<file path="src/rtl/csync_gen_pkg.sv">
// Shared timing defaults and half-line classification for the PAL composite sync generator.
package csync_gen_pkg;

    localparam int DEF_LINE_CLKS  = 6400;
    localparam int DEF_HSYNC_CLKS = 470;
    localparam int DEF_EQ_CLKS    = 235;
    localparam int DEF_BROAD_CLKS = 2730;

    localparam logic [9:0] LINES_INTERLACED  = 10'd625;
    localparam logic [9:0] LINES_PROGRESSIVE = 10'd312;

    typedef enum logic [1:0] {
        HT_NONE   = 2'd0,
        HT_NORMAL = 2'd1,
        HT_EQ     = 2'd2,
        HT_BROAD  = 2'd3
    } half_type_t;

endpackage

</file>
<file path="src/rtl/csync_halfline_decode.sv">
// Maps (line number, half of line, field mode) to the sync pulse type of that half-line.
module csync_halfline_decode
    import csync_gen_pkg::*;
(
    input  logic       [9:0] line_num,
    input  logic             second_half,
    input  logic             progressive,
    output half_type_t       half_type
);

    half_type_t first_type;
    half_type_t second_type;

    always_comb begin
        first_type  = HT_NONE;
        second_type = HT_NONE;
        case (line_num) inside
            [10'd1:10'd2]: begin
                first_type  = HT_BROAD;
                second_type = HT_BROAD;
            end
            10'd3: begin
                first_type  = HT_BROAD;
                second_type = HT_EQ;
            end
            [10'd4:10'd5]: begin
                first_type  = HT_EQ;
                second_type = HT_EQ;
            end
            [10'd6:10'd310]: begin
                first_type  = HT_NORMAL;
                second_type = HT_NONE;
            end
            [10'd311:10'd312]: begin
                first_type  = HT_EQ;
                second_type = HT_EQ;
            end
            10'd313: begin
                first_type  = HT_EQ;
                second_type = HT_BROAD;
            end
            [10'd314:10'd315]: begin
                first_type  = HT_BROAD;
                second_type = HT_BROAD;
            end
            [10'd316:10'd317]: begin
                first_type  = HT_EQ;
                second_type = HT_EQ;
            end
            10'd318: begin
                first_type  = HT_EQ;
                second_type = HT_NONE;
            end
            [10'd319:10'd622]: begin
                first_type  = HT_NORMAL;
                second_type = HT_NONE;
            end
            10'd623: begin
                first_type  = HT_NORMAL;
                second_type = HT_EQ;
            end
            [10'd624:10'd625]: begin
                first_type  = HT_EQ;
                second_type = HT_EQ;
            end
            default: begin
                first_type  = HT_NONE;
                second_type = HT_NONE;
            end
        endcase

        // A progressive frame ends at line 312, so the second-field lines carry no pulses.
        if (progressive && (line_num > LINES_PROGRESSIVE)) begin
            first_type  = HT_NONE;
            second_type = HT_NONE;
        end
    end

    assign half_type = second_half ? second_type : first_type;

endmodule

</file>
<file path="src/rtl/csync_generator.sv">
// PAL composite sync generator: 625-line interlaced frame by default,
// 312-line progressive frame when CSYNC_GEN_PROGRESSIVE_EN is defined.
module csync_generator
    import csync_gen_pkg::*;
#(
    parameter int LINE_CLKS  = DEF_LINE_CLKS,
    parameter int HSYNC_CLKS = DEF_HSYNC_CLKS,
    parameter int EQ_CLKS    = DEF_EQ_CLKS,
    parameter int BROAD_CLKS = DEF_BROAD_CLKS
) (
    input  logic        clk,
    input  logic        reset,
    input  logic        enable,
    output logic        csync_n,
    output logic        vsync_n,
    output logic        field,
    output logic [9:0]  line_num,
    output logic [12:0] h_count
);

`ifdef CSYNC_GEN_PROGRESSIVE_EN
    localparam logic       PROGRESSIVE_MODE = 1'b1;
    localparam logic [9:0] LAST_LINE        = LINES_PROGRESSIVE;
`else
    localparam logic       PROGRESSIVE_MODE = 1'b0;
    localparam logic [9:0] LAST_LINE        = LINES_INTERLACED;
`endif

    localparam logic [12:0] H_LAST     = 13'(LINE_CLKS - 1);
    localparam logic [12:0] HALF_CLKS  = 13'(LINE_CLKS / 2);
    localparam logic [12:0] HSYNC_LEN  = 13'(HSYNC_CLKS);
    localparam logic [12:0] EQ_LEN     = 13'(EQ_CLKS);
    localparam logic [12:0] BROAD_LEN  = 13'(BROAD_CLKS);

    logic [12:0] h_count_reg;
    logic [12:0] h_count_next;
    logic [9:0]  line_num_reg;
    logic [9:0]  line_num_next;
    logic        csync_n_reg;
    logic        csync_n_next;
    logic        vsync_n_reg;
    logic        vsync_n_next;

    logic        second_half;
    logic [12:0] half_offset;
    logic [12:0] pulse_len;
    half_type_t  half_type;

    assign second_half = (h_count_reg >= HALF_CLKS);
    assign half_offset = second_half ? (h_count_reg - HALF_CLKS) : h_count_reg;

    csync_halfline_decode u_decode (
        .line_num    (line_num_reg),
        .second_half (second_half),
        .progressive (PROGRESSIVE_MODE),
        .half_type   (half_type)
    );

    always_comb begin
        pulse_len = 13'd0;
        case (half_type)
            HT_NORMAL: pulse_len = HSYNC_LEN;
            HT_EQ:     pulse_len = EQ_LEN;
            HT_BROAD:  pulse_len = BROAD_LEN;
            default:   pulse_len = 13'd0;
        endcase
    end

    always_comb begin
        h_count_next  = h_count_reg;
        line_num_next = line_num_reg;
        if (enable) begin
            if (h_count_reg == H_LAST) begin
                h_count_next  = 13'd0;
                line_num_next = (line_num_reg == LAST_LINE) ? 10'd1 : (line_num_reg + 10'd1);
            end else begin
                h_count_next = h_count_reg + 13'd1;
            end
        end
    end

    // Broad half-lines coincide exactly with the vertical sync interval of each field.
    always_comb begin
        csync_n_next = 1'b1;
        vsync_n_next = 1'b1;
        if (enable) begin
            csync_n_next = !(half_offset < pulse_len);
            vsync_n_next = (half_type != HT_BROAD);
        end
    end

    always_ff @(posedge clk) begin
        if (reset) begin
            h_count_reg  <= 13'd0;
            line_num_reg <= 10'd1;
            csync_n_reg  <= 1'b1;
            vsync_n_reg  <= 1'b1;
        end else begin
            h_count_reg  <= h_count_next;
            line_num_reg <= line_num_next;
            csync_n_reg  <= csync_n_next;
            vsync_n_reg  <= vsync_n_next;
        end
    end

`ifdef CSYNC_GEN_PROGRESSIVE_EN
    assign field = 1'b0;
`else
    // Second field starts half way through line 313.
    assign field = (line_num_reg > 10'd313) || ((line_num_reg == 10'd313) && second_half);
`endif

    assign csync_n  = csync_n_reg;
    assign vsync_n  = vsync_n_reg;
    assign line_num = line_num_reg;
    assign h_count  = h_count_reg;

endmodule

</file>
<file path="config.mk">
export PLATFORM = sky130hd
export DESIGN_NAME = csync_generator
export DESIGN_NICKNAME = d
export VERILOG_FILES = /design/src/rtl/csync_gen_pkg.sv /design/src/rtl/csync_halfline_decode.sv /design/src/rtl/csync_generator.sv
export SDC_FILE = /design/constraint.sdc
export NUM_CORES = 1
export LEC_CHECK = 0
export CAP_MARGIN = 10
export CORE_UTILIZATION = 50
export DETAILED_ROUTE_END_ITERATION = 8
export PLACE_DENSITY = 0.84
export SYNTH_ARGS = -nofsm -noshare
export SYNTH_HDL_FRONTEND = slang
export SYNTH_SLANG_ARGS = --single-unit
</file>
<file path="constraint.sdc">
create_clock -name clk -period 4.2 [get_ports clk]
set_input_delay 0.63 -clock clk [delete_from_list [all_inputs] [get_ports clk]]
set_output_delay 0.63 -clock clk [all_outputs]
set_load 0.05 [all_outputs]
</file>
==> run_1/floorplan.png <==
Scale: 8 px per µm. Pins as bars on the die edge. Tap cells in grey.
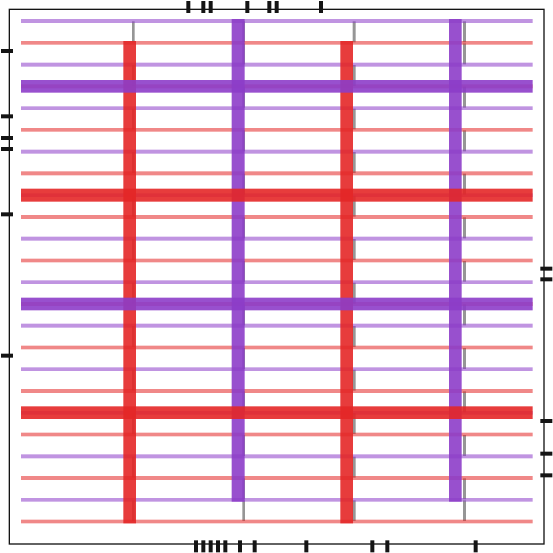
Key: VDD = purple; VSS = red
24 met1 rails follow the rows. 4 straps on met5. 4 straps on met4.
Core Region: 4000 µm²
Worst IR Drop VDD: 163 µV

==> run_1/class_map.png <==
Scale: 8 px per µm. Fill, decap, tap and diode cells in grey.
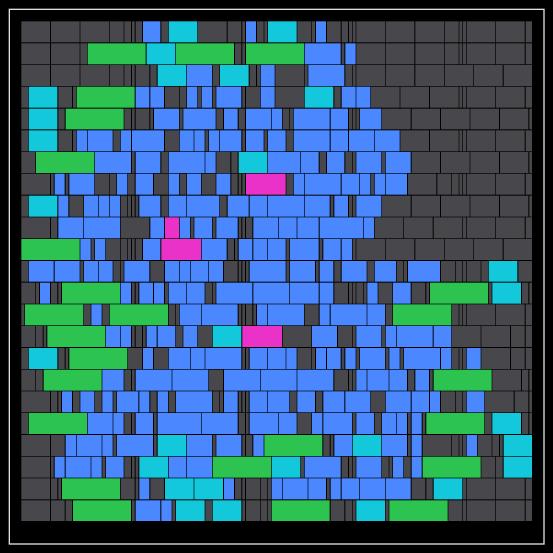
Key: registers = green [cells 25]; remaining logic cells = blue [cells 226]; clock drivers and dummy loads = magenta [cells 4]; remaining buffers and delay cells = cyan [cells 28]
num rows: 23
Core Util, Final: 0.610

==> run_1/clock_wires.png <==
Scale: 6 px per µm.
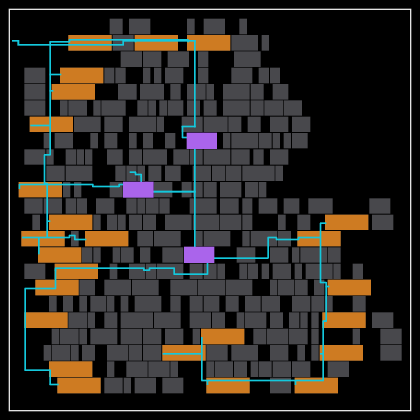
Key: clock wires = cyan [length 339 µm]; flip-flops = orange [count 25]; clock-net drivers = purple [count 3]
Position of the flops: widely spread. There are 4 routed clock nets.
power consumed by the clock network: 0.148 mW
worst-case clock skew: 0.00858 ns

==> run_1/layers.png <==
Scale: 8 px per µm.
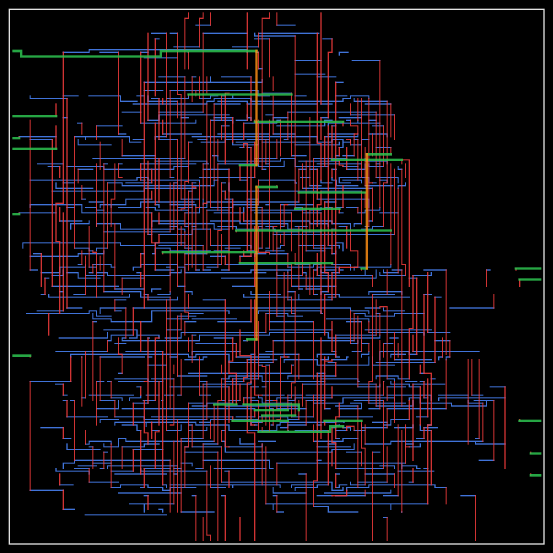
Key: M4 = orange [wire length 47.6 µm]; M3 = green [wire length 196 µm]; M2 = red [wire length 2290 µm]; M1 = blue [wire length 2470 µm]
Routed Wire Length: 5.00 mm
global router's overall resource usage: 0.243

[run 1: area by class of cell]
type	count	area [µm²]	share of cell area
Multi-Input combinational cell	211	1490	0.612
Sequential cell	25	500	0.205
Timing Repair Buffer	28	280	0.115
Tap cell	50	62.6	0.0256
Inverter	15	56.3	0.0231
Clock buffer	3	41.3	0.0169
Clock inverter	1	5.00	0.00205
[run 1: through the flow]
step | area [µm²] | power [mW] | std cells | setup slack, ns | hold slack, ns
detailed placement | 2390 | 0.277 | 329 | 0.614 | 0.520
finish | 2440 | 0.419 | 333 | 0.568 | 0.529
global placement | 2390 | 0.276 | 329 | 0.784 | 0.514
floorplan | 2090 | 0.266 | 260 | 0.688 | 0.707
CTS | 2440 | 0.424 | 333 | 0.595 | 0.531
global route | 2440 | 0.436 | 333 | 0.292 | 0.571
[run 1: power breakdown]
group | internal [mW] | switching (mW) | total [mW]
Sequential | 0.239 | 0.00267 | 0.242
Clock | 0.0666 | 0.0818 | 0.148
Combinational | 0.0101 | 0.0190 | 0.0291
[run 1: routing by layer]
metal,wire length (µm),vias to the layer above,track usage
met1,2470,926,0.345
met5,0,-,0
met2,2290,44,0.383
met4,47,0,0.0612
met3,196,7,0.0308
li1,-,1005,-
[run 1: path summary, 6_finish.rpt]
path                from  slack [ns]  depth (start not counted)         end
max          line_num[1]        0.57                         13     csync_n
min           h_count[0]        0.53                          2  h_count[0]
max reg2reg  line_num[1]        0.57                         13     csync_n
min reg2reg   h_count[0]        0.53                          2  h_count[0]
[run 1: critical path: cells and delay by family, from the launching register on]
family / cells / cell delay (ns)
flip-flops: 1 / 0.54
adder cells (fa/ha/maj): 3 / 0.87
buffers and inverters: 1 / 0.16
AND/OR/NAND/NOR: 3 / 0.65
AND-OR/OR-AND: 6 / 1.29
[run 1: logic make-up after synthesis]
logic type,count (synthesis),share of synthesized area
buffers and inverters,24,0.0461
and+or+nand+nor,114,0.304
muxes,2,0.0102
DFF,25,0.239
xor gates and xnor gates,20,0.0838
adders and majority gates,23,0.138
AOI/OAI and AO/OA,52,0.179
==> results_tabular.tex, run 1 <==
% Table of physical implementation metrics
\begin{tabular}{lr}
\hline
Metric & Value \\
\hline
\multicolumn{2}{l}{\textbf{Outcome}} \\
\quad Status & completed \\
\multicolumn{2}{l}{\textbf{Floorplan}} \\
\quad Total die size & 4440 µm² \\
\multicolumn{2}{l}{\textbf{STA}} \\
\quad Period minus WS final & 3.63 ns \\
\quad Number of failing setup endpoints in the final timing report & 0 \\
\quad RSZ-0062 raised after global routing & false \\
\quad Post-route fraction of the period consumed by the critical path & 0.865 \\
\quad Transition time at the pin with the least slew margin & 0.678 ns \\
\quad Max-slew headroom & 0.548 \\
\multicolumn{2}{l}{\textbf{Global route}} \\
\quad Vias in the first global route & 1774 \\
\multicolumn{2}{l}{\textbf{Synthesis}} \\
\quad Post-synth seq share & 0.239 \\
\quad Area share of the largest cell type after synthesis & 0.239 \\
\quad Most instantiated cells after synthesis & 30 x sky130\_fd\_sc\_hd\_\_nor2\_1, 25 x sky130\_fd\_sc\_hd\_\_dfxtp\_1, 23 x sky130\_fd\_sc\_hd\_\_ha\_1 \\
\quad Post-synth ARST share & 0 \\
\quad Gate Count Post-Synth & 260 \\
\quad Synthesis warning total & 0 \\
\quad Cell with the most instances after synthesis & sky130\_fd\_sc\_hd\_\_nor2\_1 \\
\quad Top\_reg\_cell synth & sky130\_fd\_sc\_hd\_\_dfxtp\_1 \\
\quad Syn Area/Cell & $\sim$8 µm² \\
\quad Chip area estimate from yosys synthesis & 2090 µm² \\
\quad Number of distinct library cells after synthesis & 55 \\
\quad Post-synthesis instance area & 2090 µm² \\
\multicolumn{2}{l}{\textbf{Place}} \\
\quad DP HPWL & $\sim$3.8 mm \\
\quad Count of port buffers added during placement & 28 \\
\multicolumn{2}{l}{\textbf{Layout}} \\
\quad Fill count & 365 \\
\quad Layout net count & 310 \\
\quad Area Overhead vs Synth & 16.7\% \\
\quad Fraction of final layout cells with drive strength greater than 1 & 0.0459 \\
\multicolumn{2}{l}{\textbf{Power}} \\
\quad Pwr/cell area & 172 nW/µm² \\
\multicolumn{2}{l}{\textbf{Critical path}} \\
\quad Series of cell instances along the critical path & inv\_1 -> ha\_1 -> nor2\_1 -> nand4b\_1 -> o31ai\_1 -> a221oi\_1 -> o22ai\_1 -> ha\_1 -> ha\_1 -> and3\_1 -> a221o\_1 -> a31oi\_1 -> o221ai\_1 \\
\quad Cell with the largest stage delay on the worst path & sky130\_fd\_sc\_hd\_\_dfxtp\_1 \\
\quad CP max stage delay & between 0.5 and 0.6 ns \\
\quad Library cell appearing most often on the critical path & sky130\_fd\_sc\_hd\_\_ha\_1 \\
\multicolumn{2}{l}{\textbf{Detailed routing}} \\
\quad Mean routed wirelength per cell & 15.0 µm \\
\quad Via/cell ratio & just under 6 \\
\quad Post-route DRC & 0 \\
\multicolumn{2}{l}{\textbf{Clock tree}} \\
\quad Buffer count from post-CTS setup fixing & 0 \\
\quad Number of CTS-inserted buffers & 3 \\
\hline
\end{tabular}
==> run 2, diff against run 1 <==
ABC_AREA = 0   (was not set)
GPL_ROUTABILITY_DRIVEN = 0   (was not set)
==> run_2/congestion_map.png <==
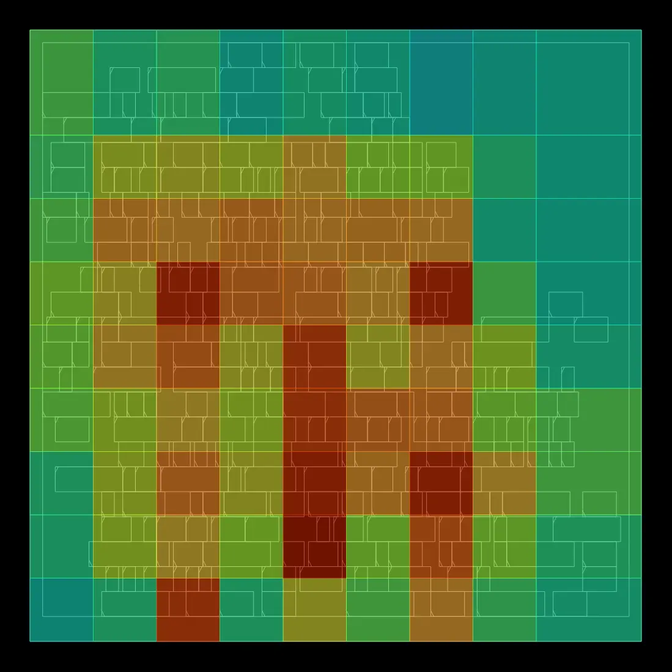
met3 usage: 0.0394
mean routed wirelength per cell: 14.6 µm
global router's overall resource usage: 0.239
Core Util, Final: 0.611

==> run_2/class_map.png <==
Scale: 8 px per µm. Fill, decap, tap and diode cells in grey.
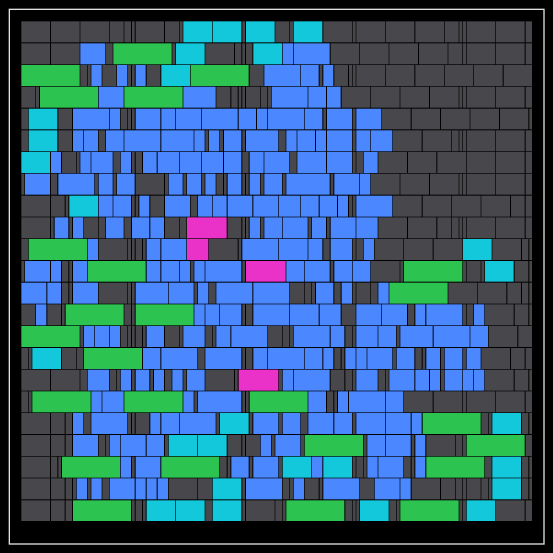
Key: remaining buffers and delay cells = cyan [cells 28]; registers = green [cells 25]; clock drivers and dummy loads = magenta [cells 4]; remaining logic cells = blue [cells 226]
cell area after layout: 2440 µm²
share of cell area taken by flip-flops and latches: 0.205

==> run_2/floorplan.png <==
Scale: 8 px per µm. Pins as bars on the die edge. Tap cells in grey.
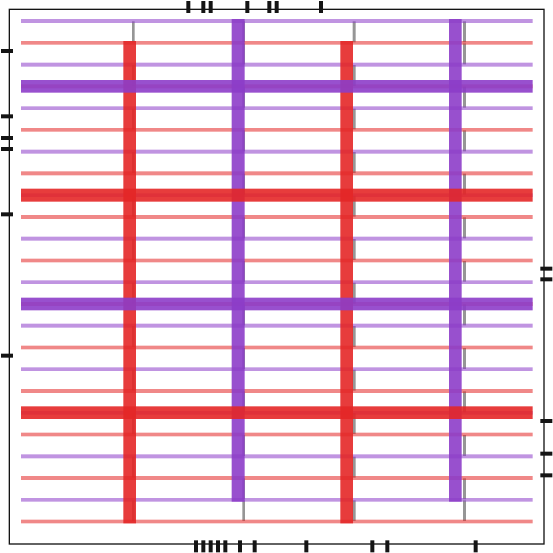
Key: VDD = purple; VSS = red
The core has 23 rows. 4 straps on met5. 4 straps on met4. 29 signal pins sit on the boundary. 50 tap cells.
Worst IR Drop VDD: 147 µV
die boundary height: 66.7 µm
Die Width: 66.7 µm

==> results_tabular.tex, run 2 <==
% Table of physical implementation metrics
\begin{tabular}{lr}
\hline
Metric & Value \\
\hline
\multicolumn{2}{l}{\textbf{Detailed routing}} \\
\quad Routed Wire Length & 4.86 mm \\
\quad Post-route DRC & 0 \\
\multicolumn{2}{l}{\textbf{Synthesis}} \\
\quad Number of distinct library cells after synthesis & 55 \\
\quad Syn Area/Cell & around 8.0 µm² \\
\quad Synthesis warning total & 0 \\
\quad Simple-gate share of the synthesized area & 0.304 \\
\quad Post-synthesis instance area & roughly 2100 µm² \\
\quad Xor+xnor area frac & 0.0838 \\
\quad Area share of the largest cell type after synthesis & 0.239 \\
\quad Share of synthesized cell area in full adder, half adder and majority cells & 0.138 \\
\quad Largest logic family & simple AND/OR/NAND/NOR gates \\
\quad Chip area estimate from yosys synthesis & 2090 µm² \\
\quad Multiplexer area fraction after synthesis & 0.0102 \\
\quad Post-synth seq share & 0.239 \\
\quad Gate Count Post-Synth & 260 \\
\multicolumn{2}{l}{\textbf{Place}} \\
\quad Placed Instance Area & 2390 µm² \\
\quad Count of port buffers added during placement & 28 \\
\multicolumn{2}{l}{\textbf{Power}} \\
\quad Total Power Consumption & 0.425 mW \\
\quad Pwr/cell area & 174 nW/µm² \\
\multicolumn{2}{l}{\textbf{STA}} \\
\quad Post-route fraction of the period consumed by the critical path & 0.850 \\
\quad Transition time at the pin with the least slew margin & 0.683 ns \\
\quad Period minus WS final & 3.57 ns \\
\quad Final Hold Slack & 0.532 ns \\
\multicolumn{2}{l}{\textbf{Critical path}} \\
\quad Number of cells on the worst reg-to-reg path & 13 \\
\quad Worst reg2reg path endpoint & csync\_n \\
\quad Library cell appearing most often on the critical path & sky130\_fd\_sc\_hd\_\_ha\_1 \\
\quad Cell with the largest stage delay on the worst path & sky130\_fd\_sc\_hd\_\_dfxtp\_1 \\
\quad Series of cell instances along the critical path & inv\_1 -> ha\_1 -> nor2\_1 -> nand4b\_1 -> o31ai\_1 -> a221oi\_1 -> o22ai\_1 -> ha\_1 -> ha\_1 -> and3\_1 -> a221o\_1 -> a31oi\_1 -> o221ai\_1 \\
\multicolumn{2}{l}{\textbf{Outcome}} \\
\quad Status & completed \\
\multicolumn{2}{l}{\textbf{Clock tree}} \\
\quad Buffer count from post-CTS setup fixing & 0 \\
\quad Number of CTS-inserted buffers & 3 \\
\multicolumn{2}{l}{\textbf{Floorplan}} \\
\quad Num rows & 23 \\
\quad Total die size & around 4400 µm² \\
\multicolumn{2}{l}{\textbf{Global route}} \\
\quad Global-route layer with the greatest usage & met2 \\
\quad GR Util met2 & 0.369 \\
\multicolumn{2}{l}{\textbf{Layout}} \\
\quad Footprint of the multi-input gates & 1490 µm² \\
\quad Fill count & 354 \\
\hline
\end{tabular}
==> run 2: area by class of cell <==
cell class | instances | area share
timing repair buffer | 28 | 0.115
inverter | 15 | 0.0231
clock inverter | 1 | 0.00307
tap | 50 | 0.0256
multi-input combinational | 211 | 0.612
sequential | 25 | 0.205
clock buffer | 3 | 0.0169
==> run 2: critical path: cells and delay by family, from the launching register on <==
kind	cells	cell delay [ns]
DFF	1	0.52
buffers and inverters	1	0.15
adders and majority gates	3	0.89
AOI/OAI and AO/OA	6	1.23
and+or+nand+nor	3	0.64
==> run 2: worst max-delay path by stage <==
stage | slack, ns | endpoint | cells after the start | startpoint
global placement | 0.81 | csync_n | 13 | line_num[1]
CTS | 0.69 | csync_n | 13 | line_num[1]
floorplan | 0.69 | csync_n | 13 | line_num[1]
detailed placement | 0.76 | csync_n | 13 | line_num[1]
global route | 0.46 | csync_n | 13 | line_num[1]
finish | 0.63 | csync_n | 13 | line_num[1]
==> run 2: layer usage <==
layer	share of wire	vias up	routed length, µm
met5	0	-	0
met4	0.013	0	62
met3	0.061	6	296
met2	0.46	58	2240
met1	0.47	950	2260
li1	-	997	-
==> run 2: stage by stage <==
| step | instances | setup slack [ns] |
|---|---|---|
| detailed placement | 329 | 0.756 |
| finish | 333 | 0.630 |
| CTS | 333 | 0.694 |
| floorplan | 260 | 0.688 |
| global placement | 329 | 0.813 |
| global route | 333 | 0.461 |
==> run 2: where the power goes <==
group          total (mW)  switching [mW]  internal (mW)
sequential          0.242         0.00251          0.239
combinational      0.0292          0.0189         0.0102
clock               0.154          0.0865         0.0674
total               0.425           0.108          0.317
==> run 2: kinds of logic after synthesis <==
kind of cell / Yosys count
DFF: 25
muxes: 2
AOI/OAI and AO/OA: 52
adders and majority gates: 23
and+or+nand+nor: 114
xor gates and xnor gates: 20
buffers and inverters: 24
==> run 3, diff against run 2 <==
clock period = 3.4 ns   (was 4.2 ns; I/O delays follow)
==> run_3/clock_wires.png <==
Scale: 6 px per µm.
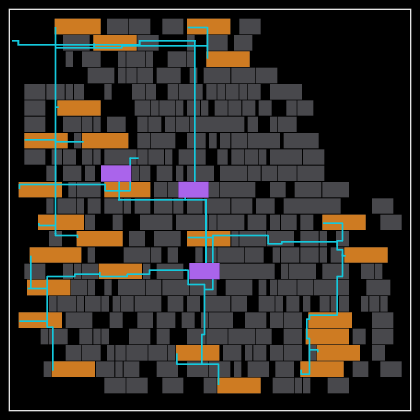
Key: flip-flops = orange [count 25]; clock wires = cyan [length 379 µm]; clock-net drivers = purple [count 3]
Position of the flops: widely spread. There are 4 routed clock nets.
worst-case clock skew: 0.0131 ns
clock insertion delay at the later pin of the skew report: 0.28 ns

==> run_3/class_map.png <==
Scale: 8 px per µm. Fill, decap, tap and diode cells in grey.
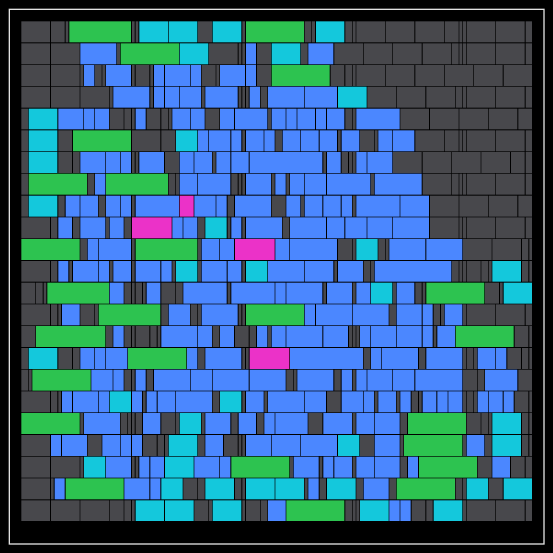
Key: registers = green [cells 25]; clock drivers and dummy loads = magenta [cells 4]; remaining buffers and delay cells = cyan [cells 41]; remaining logic cells = blue [cells 226]
Core Util, Final: 0.668
share of cell area taken by flip-flops and latches: 0.191

==> run_3/congestion_map.png <==
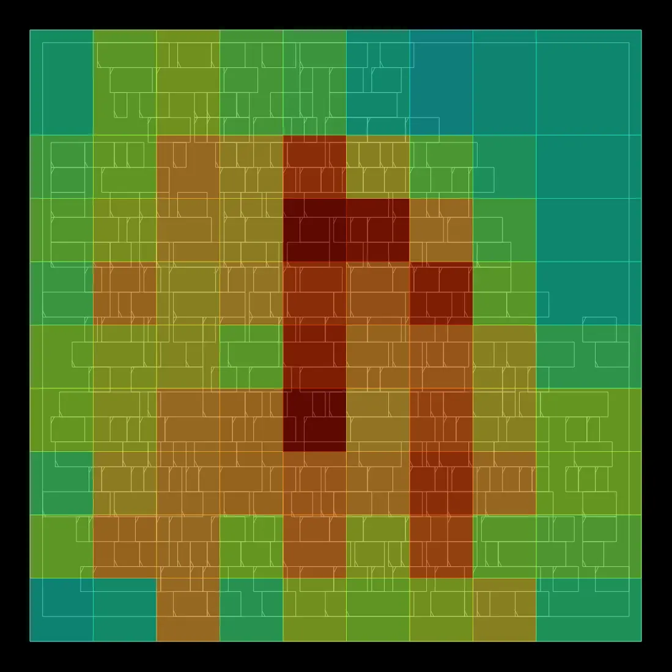
global-route layer with the greatest usage: met2
met3 usage: 0.0308

==> results_tabular.tex, run 3 <==
% Table of physical implementation metrics
\begin{tabular}{lr}
\hline
Metric & Value \\
\hline
\multicolumn{2}{l}{\textbf{Outcome}} \\
\quad Status & finished, violations left \\
\quad Violated checks & negative setup slack \\
\multicolumn{2}{l}{\textbf{Detailed routing}} \\
\quad DR top layer & met4 \\
\quad Total met2 wirelength after detailed routing & 2.49 mm \\
\quad Routed metal-1 wire length & approximately 2.6 mm \\
\quad Routed Wire Length & 5.50 mm \\
\quad Mean routed wirelength per cell & 15.9 µm \\
\quad Post-route DRC & 0 \\
\quad Via/cell ratio & 6.01 \\
\quad Met3 Wirelength & 341 µm \\
\multicolumn{2}{l}{\textbf{Synthesis}} \\
\quad Post-synth ARST share & 0 \\
\quad Post-synth seq share & 0.239 \\
\quad Top\_reg\_cell synth & sky130\_fd\_sc\_hd\_\_dfxtp\_1 \\
\quad Syn Area/Cell & 8.04 µm² \\
\quad Number of cells in the yosys synthesis report & 260 \\
\quad Gate Count Post-Synth & 260 \\
\quad Flip-flop and latch count after synthesis & 25 \\
\quad Most instantiated cells after synthesis & 30 x sky130\_fd\_sc\_hd\_\_nor2\_1, 25 x sky130\_fd\_sc\_hd\_\_dfxtp\_1, 23 x sky130\_fd\_sc\_hd\_\_ha\_1 \\
\quad Cell with the most instances after synthesis & sky130\_fd\_sc\_hd\_\_nor2\_1 \\
\quad Synthesis warning total & 0 \\
\quad Area share of the largest cell type after synthesis & 0.239 \\
\quad Number of distinct library cells after synthesis & between 50 and 60 \\
\quad Post-synthesis instance area & 2090 µm² \\
\quad Chip area estimate from yosys synthesis & 2090 µm² \\
\multicolumn{2}{l}{\textbf{Critical path}} \\
\quad Cell with the largest stage delay on the worst path & sky130\_fd\_sc\_hd\_\_or4\_4 \\
\quad Startpoint of the worst-slack reg-to-reg timing path & line\_num[9] \\
\quad Crit path from & line\_num[9] \\
\quad Library cell appearing most often on the critical path & sky130\_fd\_sc\_hd\_\_ha\_1 \\
\quad Series of cell instances along the critical path & or3\_4 -> or4\_4 -> nor4\_1 -> mux2i\_1 -> o311a\_1 -> ha\_1 -> ha\_1 -> a21o\_1 -> a221o\_1 -> a31oi\_2 -> o221ai\_1 \\
\quad Required time reported for the critical path endpoint & 3.55 ns \\
\quad Setup slack of the worst register-to-register path & -0.04 ns \\
\quad Worst reg2reg path endpoint & csync\_n \\
\quad CP max stage delay & about 0.45 ns \\
\quad Number of cells on the worst reg-to-reg path & 11 \\
\quad Worst setup path endpoint & csync\_n \\
\multicolumn{2}{l}{\textbf{STA}} \\
\quad Period minus WS final & 3.44 ns \\
\quad Transition time at the pin with the least slew margin & 0.505 ns \\
\quad Final count of pins violating max slew & 0 \\
\quad Final critical-path setup slack & -0.0423 ns \\
\quad Number of failing setup endpoints in the final timing report & 1 \\
\quad Max-slew headroom & 0.662 \\
\quad Post-route fraction of the period consumed by the critical path & 1.01 \\
\multicolumn{2}{l}{\textbf{Floorplan}} \\
\quad Num rows & 23 \\
\quad Total die size & 4440 µm² \\
\quad Core Region & roughly 4000 µm² \\
\quad Die Width & 66.7 µm \\
\quad Die boundary height & between 60 and 70 µm \\
\quad I/O pin cnt & 29 \\
\multicolumn{2}{l}{\textbf{Run}} \\
\quad Max-Cap Viols & 0 \\
\multicolumn{2}{l}{\textbf{Layout}} \\
\quad Layout net count & 323 \\
\quad Reg area & 510 µm² \\
\quad Fraction of final layout cells with drive strength greater than 1 & 0.176 \\
\quad Most frequent cells in the layout & 29 x sky130\_fd\_sc\_hd\_\_nor2\_1, 28 x sky130\_fd\_sc\_hd\_\_clkdlybuf4s50\_1, 20 x sky130\_fd\_sc\_hd\_\_nand2\_1 \\
\quad Footprint of the multi-input gates & about 1600 µm² \\
\quad Fill count & roughly 320 \\
\quad Filler-free cell count of the finished design & 346 \\
\quad Area Overhead vs Synth & 27.7\% \\
\multicolumn{2}{l}{\textbf{Global route}} \\
\quad Vias in the first global route & 1798 \\
\quad Global router's overall resource usage & 0.245 \\
\multicolumn{2}{l}{\textbf{Power}} \\
\quad Internal power summed over all cells & 0.391 mW \\
\quad Clk pwr share & 0.360 \\
\quad Sw Share & 0.255 \\
\quad Part of the power in combinational logic & 0.070 \\
\quad Seq pwr share & 0.570 \\
\quad Switching pwr & 0.134 mW \\
\quad Worst IR Drop VDD & 271 µV \\
\quad Pwr/cell area & between 150 and 200 nW/µm² \\
\multicolumn{2}{l}{\textbf{Place}} \\
\quad DP HPWL & 4.03 mm \\
\quad Count of port buffers added during placement & 28 \\
\quad Post-placement cell count & around 340 \\
\multicolumn{2}{l}{\textbf{Clock tree}} \\
\quad Number of CTS-inserted buffers & 3 \\
\quad Clock-pin slew reported for the worst setup and hold paths after clock tree synthesis & 0.10 ns \\
\quad Root buf cell & sky130\_fd\_sc\_hd\_\_clkbuf\_8 \\
\hline
\end{tabular}
## run 3: cell counts after synthesis
No cell type changed its count.
## run 3: kinds of logic after synthesis
kind of cell / after synthesis / synth area share
AND-OR/OR-AND: 52 / 0.179
adder cells (fa/ha/maj): 23 / 0.138
AND/OR/NAND/NOR: 114 / 0.304
flip-flops: 25 / 0.239
multiplexers: 2 / 0.0102
buffers and inverters: 24 / 0.0461
XOR/XNOR: 20 / 0.0838
## run 3: how the worst min path moves through the flow
| stage | start | end | depth (start not counted) |
|---|---|---|---|
| 2_1_floorplan | h_count[0] | h_count[0] | 2 |
| 3_3_place_gp | h_count[0] | h_count[0] | 2 |
| 3_5_place_dp | h_count[0] | h_count[0] | 2 |
| 4_1_cts | h_count[0] | h_count[0] | 2 |
| 5_1_grt | h_count[0] | h_count[0] | 2 |
| 6_report | h_count[0] | h_count[0] | 2 |
## run 3: power groups by stage
stage	Sequential, mW	Clock, mW	Combinational, mW
3_3_place_gp	0.306	0	0.0357
4_1_cts	0.299	0.188	0.0366
6_report	0.299	0.189	0.0368
5_1_grt	0.299	0.201	0.0397
2_1_floorplan	0.316	0	0.0129
3_5_place_dp	0.306	0	0.0366
## run 3: area by class of cell
class                      instances  area share
multi-input combinational        211       0.605
sequential                        25       0.191
timing repair buffer              41       0.142
tap                               50      0.0234
inverter                          15      0.0211
clock buffer                       3      0.0155
clock inverter                     1     0.00187
## run 3: per-stage QoR
stage | TNS [ns] | area, µm² | power, mW | hold WS (ns) | setup WS [ns]
after global routing | -0.204 | 2670 | 0.540 | 0.540 | -0.202
after floorplan | 0 | 2100 | 0.329 | 0.584 | 0.0136
after CTS | 0 | 2530 | 0.524 | 0.500 | 0.0210
after detailed placement | -0.0420 | 2480 | 0.342 | 0.488 | -0.0420
after global placement | 0 | 2480 | 0.342 | 0.479 | 0.0709
final | -0.0423 | 2670 | 0.524 | 0.502 | -0.0423
## run 3: worst max-delay path, delay by kind of cell, from the launching register on
family | cells | cell delay [ns]
adder cells (fa/ha/maj) | 2 | 0.58
AND-OR/OR-AND | 5 | 1.05
multiplexers | 1 | 0.19
flip-flops | 1 | 0.38
AND/OR/NAND/NOR | 3 | 1.12
## run 3: layer usage
layer | up-vias | global-route usage
met2 | 76 | 0.388
met1 | 972 | 0.355
met3 | 10 | 0.0308
li1 | 1020 | -
met4 | 0 | 0.0399
met5 | - | 0
## run 3: timing repair
item | 4_1_cts | 5_1_grt
setup buffers | 0 | 2
pin swaps | 0 | 3
setup endpoints to repair | 1 | 2
gates resized | 1 | 27
No activity file was given, so power comes from the tool's default toggle rates.
